--- src/rtl/hilo_unit.sv ---
// HI/LO register owner: sequences one in-flight MULT/DIV write-back with a timeout, plus MTHI/MTLO.
// Optional macro HILO_FWD_EN forwards an accepted result to hi_out/lo_out (and drops busy) in the done cycle.
module hilo_unit #(
  parameter int WIDTH          = 32,
  parameter int TIMEOUT_CYCLES = 64
) (
  input  logic             clk,
  input  logic             reset_n,
  input  logic             mult_start,
  input  logic             div_start,
  input  logic             mult_done,
  input  logic [WIDTH-1:0] mult_hi,
  input  logic [WIDTH-1:0] mult_lo,
  input  logic             div_done,
  input  logic [WIDTH-1:0] div_hi,
  input  logic [WIDTH-1:0] div_lo,
  input  logic             div_by_zero,
  input  logic             mthi_we,
  input  logic             mtlo_we,
  input  logic [WIDTH-1:0] wdata,
  output logic [WIDTH-1:0] hi_out,
  output logic [WIDTH-1:0] lo_out,
  output logic             busy,
  output logic             div_zero_flag,
  output logic             timeout_err
);

  localparam int CNT_W = (TIMEOUT_CYCLES > 2) ? $clog2(TIMEOUT_CYCLES) : 1;
  localparam logic [CNT_W-1:0] CNT_LAST = CNT_W'(TIMEOUT_CYCLES - 1);

  typedef enum logic [1:0] {
    IDLE      = 2'd0,
    MULT_WAIT = 2'd1,
    DIV_WAIT  = 2'd2
  } state_e;

  state_e           state_q, state_d;
  logic [WIDTH-1:0] hi_q, hi_d;
  logic [WIDTH-1:0] lo_q, lo_d;
  logic             dzf_q, dzf_d;
  logic             to_q, to_d;
  logic [CNT_W-1:0] cnt_q, cnt_d;

  logic             mult_acc_s;
  logic             div_acc_s;
  logic             cnt_last_s;
  logic             busy_base_s;

  assign mult_acc_s  = (state_q == MULT_WAIT) & mult_done;
  assign div_acc_s   = (state_q == DIV_WAIT) & div_done;
  assign cnt_last_s  = (cnt_q == CNT_LAST);
  assign busy_base_s = (state_q != IDLE) | mult_start | div_start;

  // Next-state, HI/LO write-back, sticky flags and timeout counter
  always_comb begin
    state_d = state_q;
    hi_d    = hi_q;
    lo_d    = lo_q;
    dzf_d   = dzf_q;
    to_d    = to_q;
    cnt_d   = cnt_q;
    case (state_q)
      IDLE: begin
        if (mult_start) begin
          state_d = MULT_WAIT;
          cnt_d   = {CNT_W{1'b0}};
          to_d    = 1'b0;
        end else if (div_start) begin
          state_d = DIV_WAIT;
          cnt_d   = {CNT_W{1'b0}};
          to_d    = 1'b0;
          dzf_d   = 1'b0;
        end else begin
          // MTHI/MTLO only land when nothing is being issued this cycle
          if (mthi_we) begin
            hi_d = wdata;
          end else begin
            hi_d = hi_q;
          end
          if (mtlo_we) begin
            lo_d = wdata;
          end else begin
            lo_d = lo_q;
          end
        end
      end
      MULT_WAIT: begin
        if (mult_acc_s) begin
          hi_d    = mult_hi;
          lo_d    = mult_lo;
          state_d = IDLE;
        end else if (cnt_last_s) begin
          state_d = IDLE;
          to_d    = 1'b1;
        end else begin
          cnt_d = cnt_q + CNT_W'(1);
        end
      end
      DIV_WAIT: begin
        if (div_acc_s) begin
          state_d = IDLE;
          if (div_by_zero) begin
            dzf_d = 1'b1;
          end else begin
            hi_d = div_hi;
            lo_d = div_lo;
          end
        end else if (cnt_last_s) begin
          state_d = IDLE;
          to_d    = 1'b1;
        end else begin
          cnt_d = cnt_q + CNT_W'(1);
        end
      end
      default: begin
        state_d = IDLE;
      end
    endcase
  end

  // State and architectural register update
  always_ff @(posedge clk or negedge reset_n) begin
    if (!reset_n) begin
      state_q <= IDLE;
      hi_q    <= {WIDTH{1'b0}};
      lo_q    <= {WIDTH{1'b0}};
      dzf_q   <= 1'b0;
      to_q    <= 1'b0;
      cnt_q   <= {CNT_W{1'b0}};
    end else begin
      state_q <= state_d;
      hi_q    <= hi_d;
      lo_q    <= lo_d;
      dzf_q   <= dzf_d;
      to_q    <= to_d;
      cnt_q   <= cnt_d;
    end
  end

  assign div_zero_flag = dzf_q;
  assign timeout_err   = to_q;

`ifdef HILO_FWD_EN
  logic             fwd_s;
  logic [WIDTH-1:0] fwd_hi_s;
  logic [WIDTH-1:0] fwd_lo_s;

  // A zero-divisor completion carries no result, so it is not forwarded
  assign fwd_s    = mult_acc_s | (div_acc_s & ~div_by_zero);
  assign fwd_hi_s = mult_acc_s ? mult_hi : div_hi;
  assign fwd_lo_s = mult_acc_s ? mult_lo : div_lo;
  assign hi_out   = fwd_s ? fwd_hi_s : hi_q;
  assign lo_out   = fwd_s ? fwd_lo_s : lo_q;
  assign busy     = busy_base_s & ~fwd_s;
`else
  assign hi_out = hi_q;
  assign lo_out = lo_q;
  assign busy   = busy_base_s;
`endif

endmodule

--- config.mk ---
export PLATFORM = sky130hd
export DESIGN_NAME = hilo_unit
export DESIGN_NICKNAME = d
export VERILOG_FILES = /design/src/rtl/hilo_unit.sv
export SDC_FILE = /design/constraint.sdc
export NUM_CORES = 1
export LEC_CHECK = 0
export ABC_AREA = 1
export CORE_UTILIZATION = 30
export CTS_BUF_LIST = sky130_fd_sc_hd__clkbuf_8
export CTS_CLUSTER_SIZE = 14
export DETAILED_ROUTE_END_ITERATION = 10
export GPL_TIMING_DRIVEN = 0
export HOLD_SLACK_MARGIN = 0.08
export SYNTH_ARGS = -nofsm -noshare
export SYNTH_HDL_FRONTEND = slang
export SYNTH_SLANG_ARGS = --single-unit
--- constraint.sdc ---
create_clock -name clk -period 1.85 [get_ports clk]
set_input_delay 0.2775 -clock clk [delete_from_list [all_inputs] [get_ports clk]]
set_output_delay 0.2775 -clock clk [all_outputs]
set_load 0.05 [all_outputs]
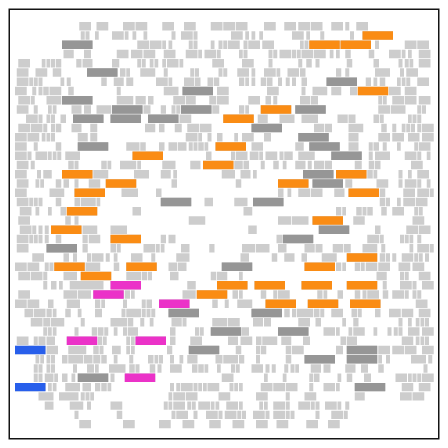
Fig. 1. Register map, names as in the netlist (run 1).
Other sequential cells in the stronger gray, the rest of the logic in the fainter gray.
magenta -> cnt_q  # sequential cells 6
orange -> hi_out  # sequential cells 32
blue -> state_q  # sequential cells 2
not colored = 34

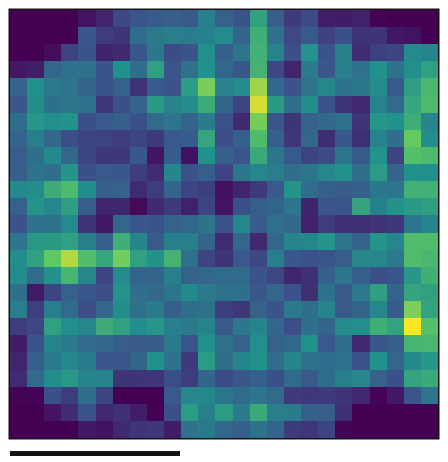
Fig. 2. Wire density map (run 1).
Bar = 50 um. 25 x 25 tiles, from dark purple (low) to yellow (high), scaled to the fullest tile. Values are wire area over tile area, all layers added.
fullest tile = 0.52
nearly empty tiles = 6.2%
mean over tiles = 0.17
tiles over half the peak = 15%

==> results.py, run 1 <==
# Auto-generated metrics
metrics = {
    "outcome": {
        "status": "finished, final reports clean",
    },
    "finish": {
        "design_area_um2": 7580,
        "mostFrequentLayoutCells": "nand2_1, clkdlybuf4s50_1, dfrtp_1, a21oi_1, inv_1",
        "nNonClkInverters": 50,
        "area_delta_synth_final_pct": 64.9,
        "nonClkBufAreaFrac": 0.366,
        "ff_count": 74,
        "nets": 1087,
        "fin_util": 0.514,
        "buffers_excl_clock": 281,
        "final_layout_size_suffix_gt1_frac": 0.146,
        "final_common_cell": "nand2_1",
        "comb_share": 0.314,
    },
    "detailed_routing": {
        "dr_wl_met3_um": 1280,
        "postRouteWirelength_um": 16900,
        "met1_length_um": 7410,
        "dr_total_vias": 4986,
        "wl_per_cell_um": 15.4,
        "initialDrtViolationCount": 191,
    },
    "grt": {
        "grt_pass1_vias": 5022,
        "grt_use_met3": 0.0561,
        "grt_pass1_wl_um": 26500,
        "grt_use_met1": 0.266,
        "gr-max-usage-layer": "met2",
        "gr-total-overflow": 0,
    },
    "yosys": {
        "edf_count": 0,
        "ys_seq_elements": 74,
        "common_cells": "nand2_1, dfrtp_1, a21oi_1, inv_1, o21ai_1",
        "top_area_cell": "dfrtp_1",
        "postSynthSeqShare": 0.403,
        "syn_area_um2": 4600,
        "mux_share": 0,
        "syn-mean-instance-area_um2": 6.99,
        "top_cell_area_share": 0.403,
        "logic_family": "simple AND/OR/NAND/NOR gates",
        "synth_warnings": 0,
        "topCellsByArea": "dfrtp_1, nand2_1, a21oi_1",
        "flop_cell": "dfrtp_1",
        "synth_cells": 658,
    },
    "placement": {
        "place_area_um2": 7210,
        "place.gp.congestion": 0.779,
        "placedCellCount": 1078,
    },
    "clock_tree": {
        "cts_tree": "yes",
        "clk_pin_slew_ns": 0.08,
        "clock_path_buffers": 2,
        "cts_setup_buffers": 1,
        "clk_latency_ns": 0.35,
        "cts_made_buffers": 9,
        "post_cts_resized": 31,
    },
    "pwr": {
        "p_sw_mw": 7.18,
        "pg_clk_mw": 1.10,
        "p_seq_frac": 0.201,
        "power_leader": "combinational logic",
        "p_clk_frac": 0.083,
        "p_int_mw": 6.02,
        "power_mw": 13.2,
        "powerDensity_nw_per_um2": 1740,
        "power_frac_comb": 0.716,
    },
    "floorplan": {
        "coreArea_um2": 14800,
        "fp_util": 0.312,
        "tap_cells": 184,
        "ios": 236,
        "die_w_um": 126,
    },
    "setup_path": {
        "slowest_stage": "clkdlybuf4s50_1",
        "crit_buf_inv": 1,
        "max_stage_delay_ns": 0.85,
        "required_ns": 1.57,
        "cp_data_arrival_time_ns": 1.54,
        "path_delay_family": "buffers and inverters",
        "crit_chain": "clkdlybuf4s50_1",
        "crit_path_end": "hi_out[23]",
    },
    "final_timing": {
        "final-setup-viol-count": 0,
        "worst_slew_pin_slew_ns": 0.570,
        "worst_slack_ns": 0.0368,
        "finalMaxSlewViolations": 0,
        "rsz0062_at_grt": "yes",
        "clock_skew_ns": 0.0105,
        "hold_ws_ns": 0.346,
    },
    "hold_path": {
        "min_path_type": "in -> async",
    },
    "run": {
        "cap_violations": 0,
        "warnings": 30,
    },
}
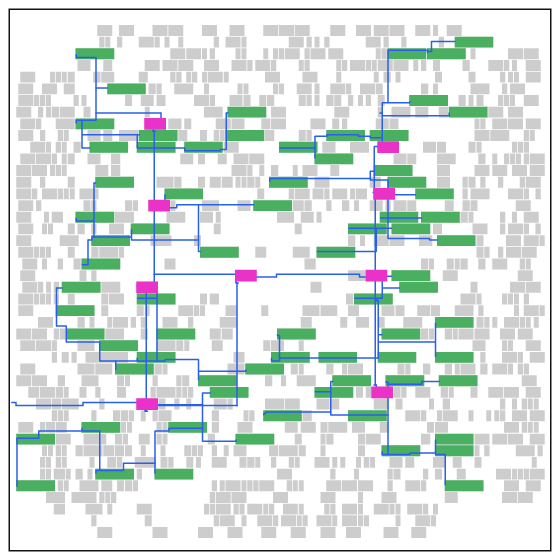
Fig. 3. Clock distribution (run 1).
green -> flip-flops  # count 74
blue -> clock wires  # length 1060 um
magenta -> cells driving clock nets  # count 9
routed clock nets = 10

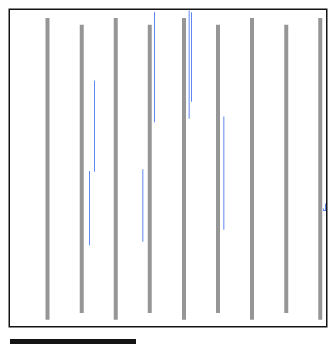
Fig. 4. Metal 4 (run 1).
Bar = 50 um. Supply wires on this layer in gray.
longest straight run = 44.9 um
main direction = vertical
wire length on this layer = 265 um
share of all routed wire = 1.6%
nets with wire on the layer = 6

Fig. 5: run 1, placement view
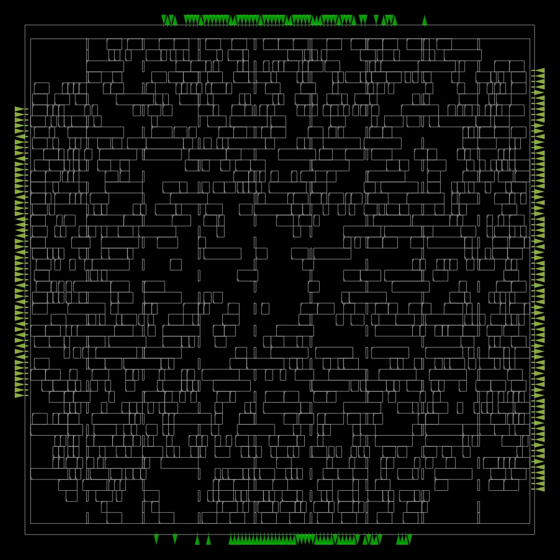

==> run 2: changes to the inputs <==
--- a/config.mk
+++ b/config.mk
@@ -12,6 +12,7 @@
 export DETAILED_ROUTE_END_ITERATION = 10
 export GPL_TIMING_DRIVEN = 0
 export HOLD_SLACK_MARGIN = 0.08
+export PLACE_DENSITY = 0.66
 export SYNTH_ARGS = -nofsm -noshare
 export SYNTH_HDL_FRONTEND = slang
 export SYNTH_SLANG_ARGS = --single-unit
==> constraint.sdc (replaced) <==
create_clock -name clk -period 1.6 [get_ports clk]
set_input_delay 0.24 -clock clk [delete_from_list [all_inputs] [get_ports clk]]
set_output_delay 0.24 -clock clk [all_outputs]
set_load 0.05 [all_outputs]
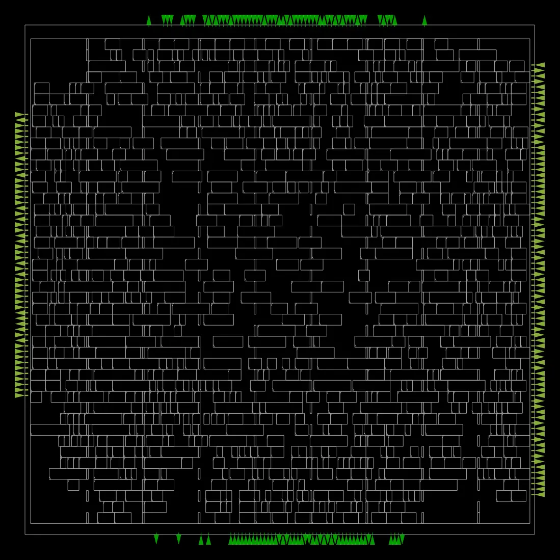
Fig. 6. Placement view (run 2).
fill count: 1356
Rows: 44

==> results.py, run 2 <==
# Auto-generated metrics
metrics = {
    "finish": {
        "fin_util": 0.616,
        "area_delta_synth_final_pct": 97.6,
        "mostFrequentLayoutCells": "nand2_1, clkdlybuf4s50_1, dfrtp_1, dlygate4sd2_1, o21ai_2",
        "stdcell_count": 1148,
        "nets": 1136,
        "nNonClkInverters": 50,
        "combGateArea_um2": 3050,
        "nonClkBufAreaFrac": 0.395,
        "buffers_excl_clock": 329,
        "comb_share": 0.336,
        "final_common_cell": "nand2_1",
        "design_area_um2": 9080,
        "final_layout_size_suffix_gt1_frac": 0.298,
        "dominant_cells": "non-clock buffers",
        "ff_latch_area_um2": 1850,
        "ff_count": 74,
    },
    "setup_path": {
        "crit_buf_inv": 6,
        "worst_r2r_path_depth": 12,
        "crit_chain": "buf_6, buf_6, ha_4, inv_4, o21ai_4, nor2_4, buf_6, buf_12, nand2_8, buf_8, nand2_2, o21ai_2",
        "slowest_stage": "dfrtp_1",
        "max_stage_delay_ns": 0.41,
        "required_ns": 1.84,
        "reg2reg_to": "hi_out[25]",
        "cp_max_fo": 5,
        "rr_startpoint": "state_q[0]",
        "path_depth": 12,
        "crit_path_end": "hi_out[25]",
        "endpoint_kind": "register",
        "path_delay_family": "buffers and inverters",
        "cp-start-kind": "register",
        "cp_data_arrival_time_ns": 2.03,
    },
    "floorplan": {
        "fp_util": 0.312,
        "ios": 236,
        "coreArea_um2": 14800,
        "die_w_um": 126,
        "tap_cells": 184,
    },
    "pwr": {
        "p_sw_mw": 10.4,
        "p_int_mw": 9.84,
        "swShare": 0.515,
        "powerDensity_nw_per_um2": 2230,
        "p_clk_frac": 0.065,
        "power_mw": 20.3,
        "power_frac_comb": 0.775,
        "p_leak_nw": 4.42,
        "comb_power_mw": 15.7,
        "peakVddDrop_mv": 1.06,
        "power_leader": "combinational logic",
        "pg_clk_mw": 1.31,
        "p_seq_frac": 0.160,
    },
    "clock_tree": {
        "cts-root-buf": "clkbuf_8",
        "clk_latency_ns": 0.36,
        "post_cts_resized": 283,
        "cts_setup_buffers": 36,
        "clk_pin_slew_ns": 0.08,
        "cts_hold_buf": 1,
        "clock_path_buffers": 2,
        "cts_tree": "yes",
        "cts_made_buffers": 9,
    },
    "yosys": {
        "syn_area_um2": 4600,
        "fp_nets": 832,
        "synth_warnings": 0,
        "mux_share": 0,
        "common_cells": "nand2_1, dfrtp_1, a21oi_1, inv_1, o21ai_1",
        "synth_cells": 658,
        "synth_cell_types": 24,
        "flop_cell": "dfrtp_1",
        "syn-mean-instance-area_um2": 6.99,
        "synthAdderAreaFrac": 0.0136,
        "topCellsByArea": "dfrtp_1, nand2_1, a21oi_1",
        "xor_share": 0.00190,
        "logic_family": "simple AND/OR/NAND/NOR gates",
        "top_area_cell": "dfrtp_1",
        "top_cell_area_share": 0.403,
        "ys_seq_elements": 74,
        "postSynthSeqShare": 0.403,
        "edf_count": 0,
    },
    "final_timing": {
        "worst_slew_pin_slew_ns": 0.553,
        "finalMaxSlewViolations": 0,
        "final-setup-viol-count": 65,
        "relSlewSlack": 0.632,
        "worst_slack_ns": -0.183,
        "timing.setup.tns_ns": -8.01,
        "hold_ws_ns": 0.357,
        "clock_skew_ns": 0.00878,
        "min_period_ns": 1.78,
        "max_clock_freq_mhz": 561,
        "finalCritPeriodShare": 1.11,
        "rsz0062_at_grt": "yes",
    },
    "grt": {
        "gr-total-overflow": 0,
        "grt_pass1_wl_um": 29900,
        "grt_pass1_vias": 5486,
        "grt_use_met3": 0.0624,
        "grt_use_met1": 0.292,
        "grt_max_degree": 47,
        "antenna_found_initial": 0,
        "gr-max-usage-layer": "met2",
        "track_usage": 0.247,
    },
    "detailed_routing": {
        "initialDrtViolationCount": 218,
        "wl_per_cell_um": 16.9,
        "dr.pass1.iters": 4,
        "drc": 0,
        "dr_total_vias": 5410,
        "met2WireLength_um": 9700,
        "dr_wl_met3_um": 1260,
        "postRouteWirelength_um": 19400,
        "met1_length_um": 8130,
        "ant_nets": 0,
    },
    "outcome": {
        "failed_checks": "negative setup slack",
        "status": "finished, violations left",
    },
    "run": {
        "cap_violations": 0,
        "warnings": 31,
    },
    "placement": {
        "placedCellCount": 1078,
        "portBuffers": 235,
        "hpwl_um": 13000,
        "place.gp.congestion": 0.793,
        "place_area_um2": 7220,
    },
    "hold_path": {
        "min_path_type": "in -> async",
    },
}
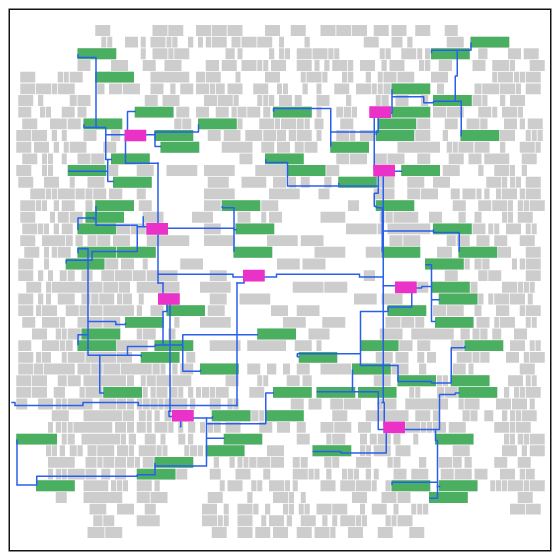
Fig. 7. Clock distribution (run 2).
magenta -> cells driving clock nets  # count 9
blue -> clock wires  # length 1100 um
green -> flip-flops  # count 74
routed clock nets = 10
flops lie = spread over the die

Power figures rest on the tool's default switching activity, not on a simulated workload.
